### src/rtl/fpmul_job_queue.sv
// Bus front end for the FP multiplier: staged operands feed a job FIFO, an issue FSM runs
// one job at a time on the core, and products with their flags land in a result FIFO.
module fpmul_job_queue #(
  parameter int DEPTH = 4,
  parameter int WIDTH = 32
) (
  input  logic             clk,
  input  logic             rst,
  input  logic [1:0]       A,
  input  logic             WE,
  input  logic [31:0]      InData,
  output logic [31:0]      OutData,
  output logic             irq,
  output logic             core_start,
  output logic [WIDTH-1:0] core_a,
  output logic [WIDTH-1:0] core_b,
  input  logic             core_done,
  input  logic [WIDTH-1:0] core_p,
  input  logic [5:0]       core_flags
);
  localparam int AW = $clog2(DEPTH);
  localparam int CW = AW + 1;
  localparam logic [CW-1:0] FULL = CW'(DEPTH);

  typedef enum logic [1:0] {S_IDLE, S_START, S_WAIT, S_DRAIN} state_t;

  logic [2*WIDTH-1:0] job_mem_q [DEPTH];
  logic [WIDTH+5:0]   res_mem_q [DEPTH];

  logic [AW-1:0]    job_rd_q, job_rd_d, job_wr_q, job_wr_d;
  logic [AW-1:0]    res_rd_q, res_rd_d, res_wr_q, res_wr_d;
  logic [CW-1:0]    job_cnt_q, job_cnt_d, res_cnt_q, res_cnt_d;
  logic [WIDTH-1:0] opa_q, opa_d, opb_q, opb_d;
  logic             irq_en_q, irq_en_d, ovf_q, ovf_d, unf_q, unf_d;
  logic             irq_q, irq_d, start_q, start_d;
  state_t           state_q, state_d;

  logic ctrl_wr, clr, push, pop, push_ok, pop_ok, job_pop, res_push;
  logic job_full, job_empty, res_full, res_empty, busy;
  logic [WIDTH-1:0] res_head_p;
  logic [5:0]       res_head_flags;

  always_comb begin
    ctrl_wr   = WE && (A == 2'd2);
    clr       = ctrl_wr && InData[31];
    push      = ctrl_wr && InData[16] && !clr;
    pop       = ctrl_wr && InData[17] && !clr;
    job_full  = (job_cnt_q == FULL);
    job_empty = (job_cnt_q == '0);
    res_full  = (res_cnt_q == FULL);
    res_empty = (res_cnt_q == '0);
    busy      = (state_q != S_IDLE);

    // A completion frees a job slot and fills a result slot on the same edge, so a
    // coincident push into a full queue or pop from an empty one still succeeds.
    job_pop  = (state_q == S_WAIT) && core_done && !clr;
    res_push = job_pop;
    push_ok  = push && (!job_full || job_pop);
    pop_ok   = pop && (!res_empty || res_push);

    opa_d    = (WE && (A == 2'd0)) ? InData : opa_q;
    opb_d    = (WE && (A == 2'd1)) ? InData : opb_q;
    irq_en_d = ctrl_wr ? InData[0] : irq_en_q;
    ovf_d    = !clr && (ovf_q || (push && !push_ok));
    unf_d    = !clr && (unf_q || (pop && !pop_ok));

    job_wr_d  = clr ? '0 : job_wr_q + AW'(push_ok);
    job_rd_d  = clr ? '0 : job_rd_q + AW'(job_pop);
    job_cnt_d = clr ? '0 : job_cnt_q + CW'(push_ok) - CW'(job_pop);
    res_wr_d  = clr ? '0 : res_wr_q + AW'(res_push);
    res_rd_d  = clr ? '0 : res_rd_q + AW'(pop_ok);
    res_cnt_d = clr ? '0 : res_cnt_q + CW'(res_push) - CW'(pop_ok);

    state_d = state_q;
    case (state_q)
      S_IDLE:  if (!job_empty && !res_full && !clr) state_d = S_START;
      S_START: state_d = clr ? S_DRAIN : S_WAIT;
      S_WAIT:  begin
        if (core_done)  state_d = S_IDLE;
        else if (clr)   state_d = S_DRAIN;
      end
      S_DRAIN: if (core_done) state_d = S_IDLE;
      default: state_d = S_IDLE;
    endcase

    start_d = (state_d == S_START);
    irq_d   = irq_en_d && (res_cnt_d != '0);

    res_head_p     = res_empty ? '0 : res_mem_q[res_rd_q][WIDTH+5:6];
    res_head_flags = res_empty ? '0 : res_mem_q[res_rd_q][5:0];
    core_a         = job_empty ? '0 : job_mem_q[job_rd_q][2*WIDTH-1:WIDTH];
    core_b         = job_empty ? '0 : job_mem_q[job_rd_q][WIDTH-1:0];

    OutData = '0;
    case (A)
      2'd0: OutData = opa_q;
      2'd1: OutData = opb_q;
      2'd2: OutData = {8'(res_cnt_q), 8'(job_cnt_q), 2'b00, res_head_flags, 1'b0,
                       unf_q, ovf_q, busy, job_empty, job_full, !res_empty, irq_en_q};
      default: OutData = res_head_p;
    endcase
  end

  assign core_start = start_q;
  assign irq        = irq_q;

  always_ff @(posedge clk) begin
    if (rst) begin
      job_rd_q  <= '0;
      job_wr_q  <= '0;
      job_cnt_q <= '0;
      res_rd_q  <= '0;
      res_wr_q  <= '0;
      res_cnt_q <= '0;
      opa_q     <= '0;
      opb_q     <= '0;
      irq_en_q  <= 1'b0;
      ovf_q     <= 1'b0;
      unf_q     <= 1'b0;
      irq_q     <= 1'b0;
      start_q   <= 1'b0;
      state_q   <= S_IDLE;
    end else begin
      job_rd_q  <= job_rd_d;
      job_wr_q  <= job_wr_d;
      job_cnt_q <= job_cnt_d;
      res_rd_q  <= res_rd_d;
      res_wr_q  <= res_wr_d;
      res_cnt_q <= res_cnt_d;
      opa_q     <= opa_d;
      opb_q     <= opb_d;
      irq_en_q  <= irq_en_d;
      ovf_q     <= ovf_d;
      unf_q     <= unf_d;
      irq_q     <= irq_d;
      start_q   <= start_d;
      state_q   <= state_d;
    end
  end

  // Storage needs no reset: entries are only visible through the counts.
  always_ff @(posedge clk) begin
    if (push_ok)  job_mem_q[job_wr_q] <= {opa_q, opb_q};
    if (res_push) res_mem_q[res_wr_q] <= {core_p, core_flags};
  end
endmodule

### config.mk
export PLATFORM = sky130hd
export DESIGN_NAME = fpmul_job_queue
export DESIGN_NICKNAME = d
export VERILOG_FILES = /design/src/rtl/fpmul_job_queue.sv
export SDC_FILE = /design/constraint.sdc
export NUM_CORES = 1
export LEC_CHECK = 0
export CORE_ASPECT_RATIO = 0.9
export CORE_MARGIN = 10
export CORE_UTILIZATION = 40
export DETAILED_ROUTE_END_ITERATION = 8
export GPL_ROUTABILITY_DRIVEN = 0
export PLACE_DENSITY_LB_ADDON = 0.08
export SYNTH_ARGS = -nofsm -noshare
export SYNTH_HDL_FRONTEND = slang
export SYNTH_SLANG_ARGS = --single-unit
### constraint.sdc
create_clock -name clk -period 15.5 [get_ports clk]
set_input_delay 3.1 -clock clk [delete_from_list [all_inputs] [get_ports clk]]
set_output_delay 3.1 -clock clk [all_outputs]
set_load 0.02 [all_outputs]
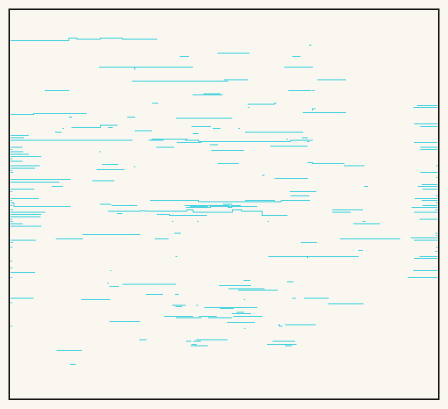
m3.png
main direction = horizontal
share of all routed wire = 5.3%
wire length on this layer = 2,630 µm
drt total wl: 49.2 mm
via count: 10,406
M3 GR Usage: 3.68%

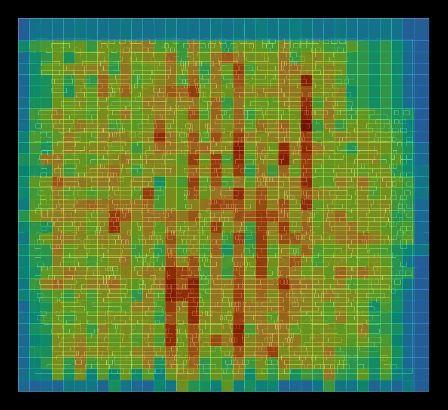
congestion_map.png
Routed WL per cell: 25.0 µm
GRT busiest layer: met2
GR met2 Demand/Resource: 26.3%

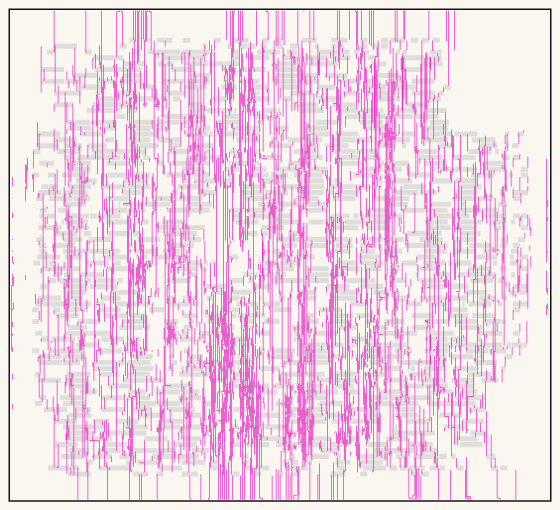
m2.png
Cells faint in the background.
share of all routed wire = 46%
wire length on this layer = 22.8 mm
main direction = vertical

==> summary.txt <==
fresh numbers from the pnr run: status=complete, no violations, Max VDD drop=0.0659 mV, Clock buf/inv share=7.21%, hold depth=2, Final Hold Vio Count=0, post-layout period usage of the worst path=55.4%, number of global-route vias before repair=10,677, DP Worst Slack=6.97 ns, Setup violations, final=0, routed length on met3=2.63 mm, R2R depth=6, sequential cell area share=60.1%, fin util=49.4%, post-DP HPWL=31.0 mm, biggest regs=job_mem_q (256), res_mem_q (152), DR top layer=met5, core box area=47,000 µm², Vias/cell=5.28, Resize count post-CTS=0, RR Endpoint=job_mem_q[1][16], Vert. Die Dim=228 µm, setup TNS=0 ns, Critical Path RT=12.40 ns, comb area leader=multiplexers, unrepaired setup endpoints after global routing=no, Hold Startpoint=unf_q, WP depth=6, number of nets at floorplan=1,216, yosys adder share=0.601%, worst setup path end=OutData[2], combinational share of cell area=21.1%, yosys stat area=19,100 µm², P per Cell Area=132 nW/µm², WL met1=22.6 mm, floorplan utilization=40.7%, sequential power share=48.0%, XOR Share, Synth=0.366%, area grow syn2layout=21.3%, first-pass GRT wire length=73.7 mm, most frequent logic cell in the layout=edfxtp_1, Top Family by Delay on Critical Path=buffers and inverters, largest net degree at the start of global routing=70, I/O pins=174, Die Span X=251 µm
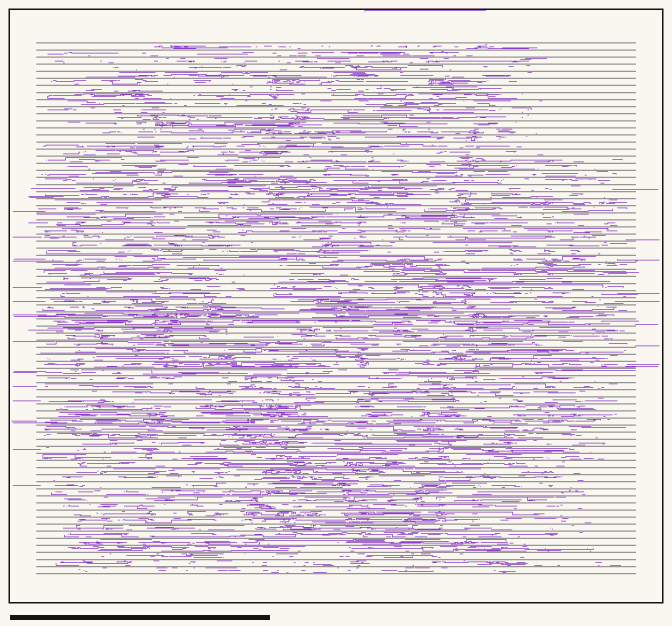
m1.png
The bar under the picture is 100 µm long. Supply wires on this layer in grey.
longest straight run = 67.2 µm
main direction = horizontal
met1 Track Usage GR: 24.1%

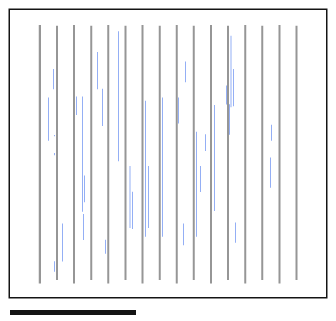
m4.png
The bar under the picture is 100 µm long. Supply wires on this layer in grey.
wire length on this layer = 1,180 µm
longest straight run = 110 µm
main direction = vertical

-- cells in the mapped netlist (3+ instances only) --
master / number
o21ai_0: 18
a21oi_1: 64
inv_1: 10
nor2b_1: 67
xnor2_1: 7
or2_2: 3
mux4_2: 95
a221o_1: 9
edfxtp_1: 408
buf_2: 24
buf_4: 3
ha_1: 6
dfxtp_1: 85
buf_1: 7
and2_1: 6
o22ai_1: 3
clkbuf_1: 31
nor3_1: 6
mux2i_1: 46
nand2_1: 158
a22oi_1: 4
nor2_1: 33
nand3_1: 4
-- worst reg2reg max path, stage by stage, from the launching register on --
cell and delay [ns]:
dfxtp_1 0.32, nand3b_1 0.22, a2111oi_2 0.56, inv_1 0.18, nor3_2 0.16, buf_4 0.47, buf_4 0.56
No activity file was given, so power comes from the tool's default toggle rates.
